File: config.mk
export PLATFORM = sky130hd
export DESIGN_NAME = miner_work_feeder
export DESIGN_NICKNAME = d
export VERILOG_FILES = /design/src/rtl/miner_work_feeder.sv
export SDC_FILE = /design/constraint.sdc
export NUM_CORES = 1
export LEC_CHECK = 0
export CELL_PAD_IN_SITES_DETAIL_PLACEMENT = 2
export CELL_PAD_IN_SITES_GLOBAL_PLACEMENT = 2
export CORE_MARGIN = 2
export CORE_UTILIZATION = 29
export DETAILED_ROUTE_END_ITERATION = 8
export HOLD_SLACK_MARGIN = 0.12
export PLACE_DENSITY_LB_ADDON = 0.1
export SLEW_MARGIN = 0
export SYNTH_ARGS = -nofsm -noshare
export SYNTH_HDL_FRONTEND = slang
export SYNTH_SLANG_ARGS = --single-unit
File: constraint.sdc
create_clock -name hash_clk -period 3.6 [get_ports hash_clk]
set_clock_uncertainty 0.2 [all_clocks]
set_input_delay 0.36 -clock hash_clk [delete_from_list [all_inputs] [get_ports hash_clk]]
set_output_delay 0.36 -clock hash_clk [all_outputs]
set_load 0.01 [all_outputs]
File: src/rtl/miner_work_feeder.sv
// rtl/miner_work_feeder.sv - host-side work loader and result reporter for the serial miner port
//
// Takes one 352-bit work unit {midstate[255:0], header tail[95:0]} over valid/ready and
// shifts it into the miner as 11 32-bit words, most significant word first, while
// miner_ready is high. Then it watches the miner's sticky hit flag. It returns either the
// golden nonce or an "exhausted" result over valid/ready.
//
// Build option: define NONCE_CORR_EN to report miner_serial_out - NONCE_OFFSET instead of
// the raw miner nonce.
//
// Ports:
//   hash_clk          clock
//   rst_n             synchronous reset, active-low
//   work_valid        work unit offered
//   work_ready        work unit accepted when work_valid & work_ready (combinational)
//   work_data[351:0]  [351:96] midstate, [95:0] header tail
//   miner_ready       miner load strobe; also clears/restarts the miner
//   miner_serial_in   word shifted into the miner while miner_ready=1
//   miner_hit         miner sticky hit flag
//   miner_serial_out  miner nonce, valid while miner_hit=1
//   result_valid      result held until accepted
//   result_ready      result consumer ready
//   result_found      1 = golden nonce found, 0 = nonce space exhausted
//   result_nonce      reported nonce; 0 when result_found=0
//   busy              state != IDLE

module miner_work_feeder #(
   parameter int unsigned LOOP_LOG2    = 0,
   parameter logic [39:0] SCAN_CYCLES  = (40'd1 << 32) << LOOP_LOG2,
   parameter logic [31:0] NONCE_OFFSET = 32'd131
) (
   input  logic         hash_clk,
   input  logic         rst_n,
   input  logic         work_valid,
   output logic         work_ready,
   input  logic [351:0] work_data,
   output logic         miner_ready,
   output logic [31:0]  miner_serial_in,
   input  logic         miner_hit,
   input  logic [31:0]  miner_serial_out,
   output logic         result_valid,
   input  logic         result_ready,
   output logic         result_found,
   output logic [31:0]  result_nonce,
   output logic         busy
);

   typedef enum logic [1:0] {IDLE, LOAD, RUN, REPORT} state_t;

`ifdef NONCE_CORR_EN
   localparam bit CORR_EN = 1'b1;
`else
   localparam bit CORR_EN = 1'b0;
`endif

   state_t        state, next_state;
   logic [3:0]    k;          // index of the word currently on miner_serial_in
   logic [319:0]  shreg;      // words still to be sent, next one in the top 32 bits
   logic [39:0]   scan_cnt;
   logic          accept, hit_seen, timeout, last_word;
   logic [31:0]   hit_nonce;

   assign accept    = work_valid & work_ready;
   assign last_word = (k == 4'd10);
   assign hit_nonce = CORR_EN ? (miner_serial_out - NONCE_OFFSET) : miner_serial_out;

   // State register
   always_ff @(posedge hash_clk) begin
      if (!rst_n) state <= IDLE;
      else        state <= next_state;
   end

   // Next-state logic; a hit outranks a timeout in the same cycle
   always_comb begin
      next_state = state;
      case (state)
         IDLE:    if (accept) next_state = LOAD;
         LOAD:    if (last_word) next_state = RUN;
         RUN:     if (hit_seen || timeout) next_state = REPORT;
                  else if (accept) next_state = LOAD;
         REPORT:  if (result_ready) next_state = IDLE;
         default: next_state = IDLE;
      endcase
   end

   // Output/decode logic. The first two RUN cycles ignore miner_hit because the miner
   // pipeline may still hold a stale flag from the previous job.
   always_comb begin
      hit_seen   = (state == RUN) && miner_hit && (scan_cnt >= 40'd2);
      timeout    = (state == RUN) && (scan_cnt == SCAN_CYCLES - 40'd1);
      work_ready = (state == IDLE) || ((state == RUN) && !miner_hit && !timeout);
   end

   // Registered outputs and datapath
   always_ff @(posedge hash_clk) begin
      if (!rst_n) begin
         k               <= 4'd0;
         shreg           <= '0;
         scan_cnt        <= 40'd0;
         miner_ready     <= 1'b0;
         miner_serial_in <= 32'd0;
         result_valid    <= 1'b0;
         result_found    <= 1'b0;
         result_nonce    <= 32'd0;
         busy            <= 1'b0;
      end else begin
         miner_ready <= (next_state == LOAD);
         busy        <= (next_state != IDLE);

         // Word 0 goes out on the edge that accepts the job (also on preemption)
         if (accept) begin
            miner_serial_in <= work_data[351:320];
            shreg           <= work_data[319:0];
            k               <= 4'd0;
         end else if (state == LOAD) begin
            if (last_word) begin
               miner_serial_in <= 32'd0;
            end else begin
               miner_serial_in <= shreg[319:288];
               shreg           <= {shreg[287:0], 32'd0};
               k               <= k + 4'd1;
            end
         end

         // Held at zero during LOAD so it starts from 0 on the first RUN cycle
         if (state == LOAD)     scan_cnt <= 40'd0;
         else if (state == RUN) scan_cnt <= scan_cnt + 40'd1;

         if ((state == RUN) && (hit_seen || timeout)) begin
            result_valid <= 1'b1;
            result_found <= hit_seen;
            result_nonce <= hit_seen ? hit_nonce : 32'd0;
         end else if ((state == REPORT) && result_ready) begin
            result_valid <= 1'b0;
            result_found <= 1'b0;
            result_nonce <= 32'd0;
         end
      end
   end

endmodule

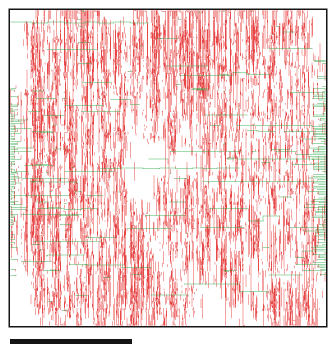
(images/wires.png)
Bar = 100 microns. Only two layers are drawn.
legend:
  green:
    layer: metal 3
    wire_length: 3550 microns
  red:
    layer: metal 2
    wire_length: 40.6 mm

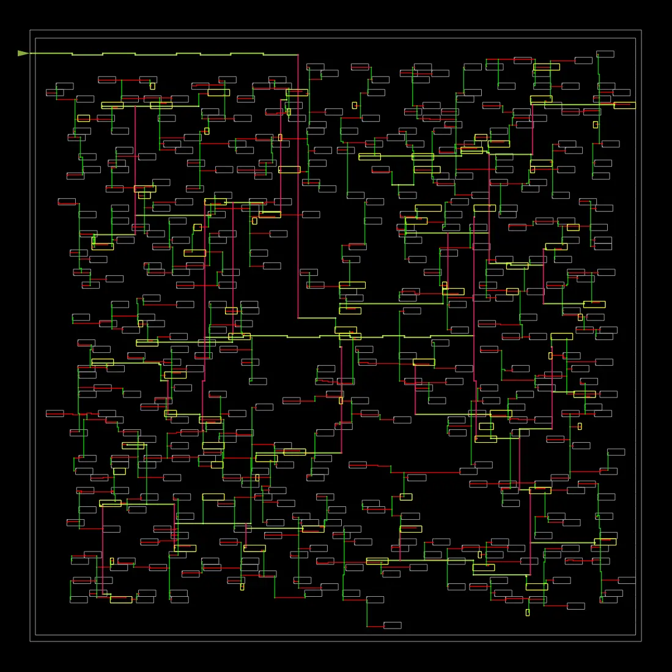
(images/clocks.png)
seq_cells: 434
clock sink count: 434
cts bufs inserted: 51
layout clock buffer count: 73

==> impl_metrics.env <==
# flow metrics
export IMPL_status="completed"
export IMPL_grt_pass1_wl_microns=128000
export IMPL_rsz0062_at_grt="no"
export IMPL_io_buffer_count=457
export IMPL_fp_dieH_microns=259
export IMPL_ys_area_sq_mm=0.0189
export IMPL_grt_max_degree=194
export IMPL_whs_ps=153
export IMPL_via_per_inst=5.48
export IMPL_synth_edff_count=0
export IMPL_nets=3042
export IMPL_fp_nets=2701
export IMPL_slew_viol_final=0
export IMPL_ant_nets=0
export IMPL_leakage_nw=8.89
export IMPL_synth_seq_cells=434
export IMPL_fmax_ghz=0.293
export IMPL_yosysTopAreaCell="dfxtp_1"
export IMPL_dpl_cell_count=3425
export IMPL_syn_area_sq_mm=0.0189
export IMPL_initCoreUtil=0.293
export IMPL_syn_inst=2308
export IMPL_synth_cell_types=43
export IMPL_crit_path_end_kind="primary output"
export IMPL_timing_final_crit_share=0.949
export IMPL_wl_per_cell_microns=23.9
export IMPL_syn2layout_area_growth_pct=39.2
export IMPL_yosys_most_used_dff="dfxtp_1"
export IMPL_drv_cap=0
export IMPL_worstPathRequired_ps=3040
export IMPL_hold_path_class="primary input to register"
export IMPL_finalSetupTns_ps=0
export IMPL_yosysWarnings=0
export IMPL_io_pins=458
export IMPL_core_area_sq_mm=0.0643
export IMPL_finalCriticalPeriod_ps=3420
export IMPL_row_count=93
export IMPL_drt_pre_antenna_iters=5
export IMPL_relSlewSlack=0.304
export IMPL_tightestPinTransition_ps=1040
export IMPL_hold_viol=0
export IMPL_crit_path_max_fanout=9
export IMPL_clockBufferDepth=3
export IMPL_gp_congestion=0.796
export IMPL_clk_pin_slew_ps=60
export IMPL_wirelength_microns=84800
export IMPL_async_reset_ff_frac=0
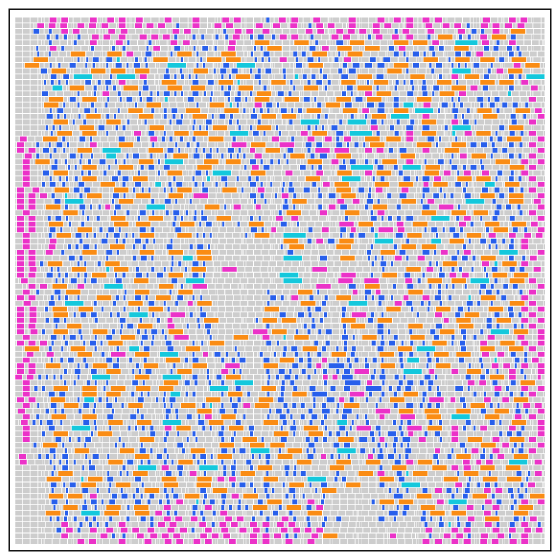
(images/placement_by_type.png)
Fill, decap, tap and diode cells in grey.
legend:
  magenta:
    class: other buffers and delay cells
    cells: 539
  orange:
    class: flops
    cells: 434
  cyan:
    class: clock drivers and dummy loads
    cells: 88
  blue:
    class: combinational and other logic
    cells: 1623
Seq area share: 0.331
final core utilization: 0.408

-- timing repair --
action / CTS / global route
hold endpoints to repair: 35 / 0
setup buffers: 0 / 0
gates resized: 5 / 0
hold buffers: 26 / 0
endpoints found under the setup margin: 1 / 0
-- worst max-delay path: stages (launching register included) --
cell and delay [ps]:
dfxtp_2 380, ha_2 220, nand3_1 150, or4_4 550, buf_4 200, nor4_4 280, o21a_1 150, nor2_1 50
dlygate4sd2_1 280
-- cell usage after synthesis, drive strengths merged (11+ instances only) --
library cell	instances
nor2	42
clkbuf	176
or3	11
and3	39
a21oi	45
a311oi	256
nand3	85
o31ai	32
a211oi	35
buf	75
a22oi	32
nor3	297
o21ai	16
xnor2	14
dfxtp	434
a221o	32
nand4	16
nor4	17
o211ai	32
nand2	569
xor2	15
-- routing by layer --
layer,global-route usage,up-vias,part of all wire,wire length (microns)
li1,-,9196,-,-
met1,0.327,9738,0.46,38600
met2,0.407,426,0.48,40600
met3,0.0356,90,0.042,3550
met4,0.0715,6,0.023,1970
met5,0,-,0.00046,39
-- flip-flops by register name, indices dropped and copies added, names as in the netlist --
signal	flops
miner_serial_in	32
miner_ready	1
shreg	320
result_found	1
scan_cnt	40
k	4
result_valid	1
busy	1
result_nonce	32
state	2
-- path summary, 6_finish.rpt --
check	start	endpoint	slack [ps]	cells past startpoint
max	scan_cnt[0]$_SDFFE_PP0P_	work_ready	180	8
min	work_data[14]	shreg[14]$_SDFFE_PN0P_	150	3
max reg2reg	scan_cnt[0]$_SDFFE_PP0P_	shreg[181]$_SDFFE_PN0P_	400	7
min reg2reg	result_nonce[18]$_SDFFE_PN0P_	result_nonce[18]$_SDFFE_PN0P_	260	2
-- layout make-up --
class / instances / area [sq um]
Antenna cell: 10 / 25.0
Inverter: 8 / 37.5
Sequential cell: 434 / 8690
Clock inverter: 15 / 190
Timing Repair Buffer: 539 / 5600
Clock buffer: 73 / 1480
Tap cell: 855 / 1070
Multi-Input combinational cell: 1615 / 9180
Fill cell: 6995 / 38100
-- power by group --
| part | switching [W] | internal, W | leakage, nW | total [W] |
|---|---|---|---|---|
| registers | 0.000218 | 0.00514 | 3.57 | 0.00536 |
| clock network | 0.00217 | 0.00313 | 0.829 | 0.00530 |
| logic | 0.000890 | 0.000810 | 4.49 | 0.00170 |
| total | 0.00328 | 0.00907 | 8.89 | 0.0124 |
-- through the flow --
step / cell area (sq um) / power, W / worst slack [ps] / util
after detailed placement: 24300 / 0.00713 / 337 / 0.378
after floorplan: 18900 / 0.00617 / 715 / -
final: 26300 / 0.0124 / 182 / 0.408
after CTS: 26200 / 0.0125 / 132 / 0.408
after global routing: 26300 / 0.0128 / 38.6 / 0.408
after global placement: 24300 / 0.00708 / 443 / 0.378
-- kinds of logic (layout without fill, tap and decap cells) --
group / count (synthesis) / in the layout / share of synthesized area
multiplexers: 1 / 1 / 0.000530
flip-flops: 434 / 434 / 0.460
AND/OR/NAND/NOR: 1094 / 1094 / 0.259
XOR/XNOR: 29 / 29 / 0.0135
AND-OR/OR-AND: 487 / 487 / 0.208
other: 0 / 10 / 0
adder cells (fa/ha/maj): 4 / 4 / 0.00265
buffers and inverters: 259 / 635 / 0.0563
Power is estimated from default activity; no workload was simulated.
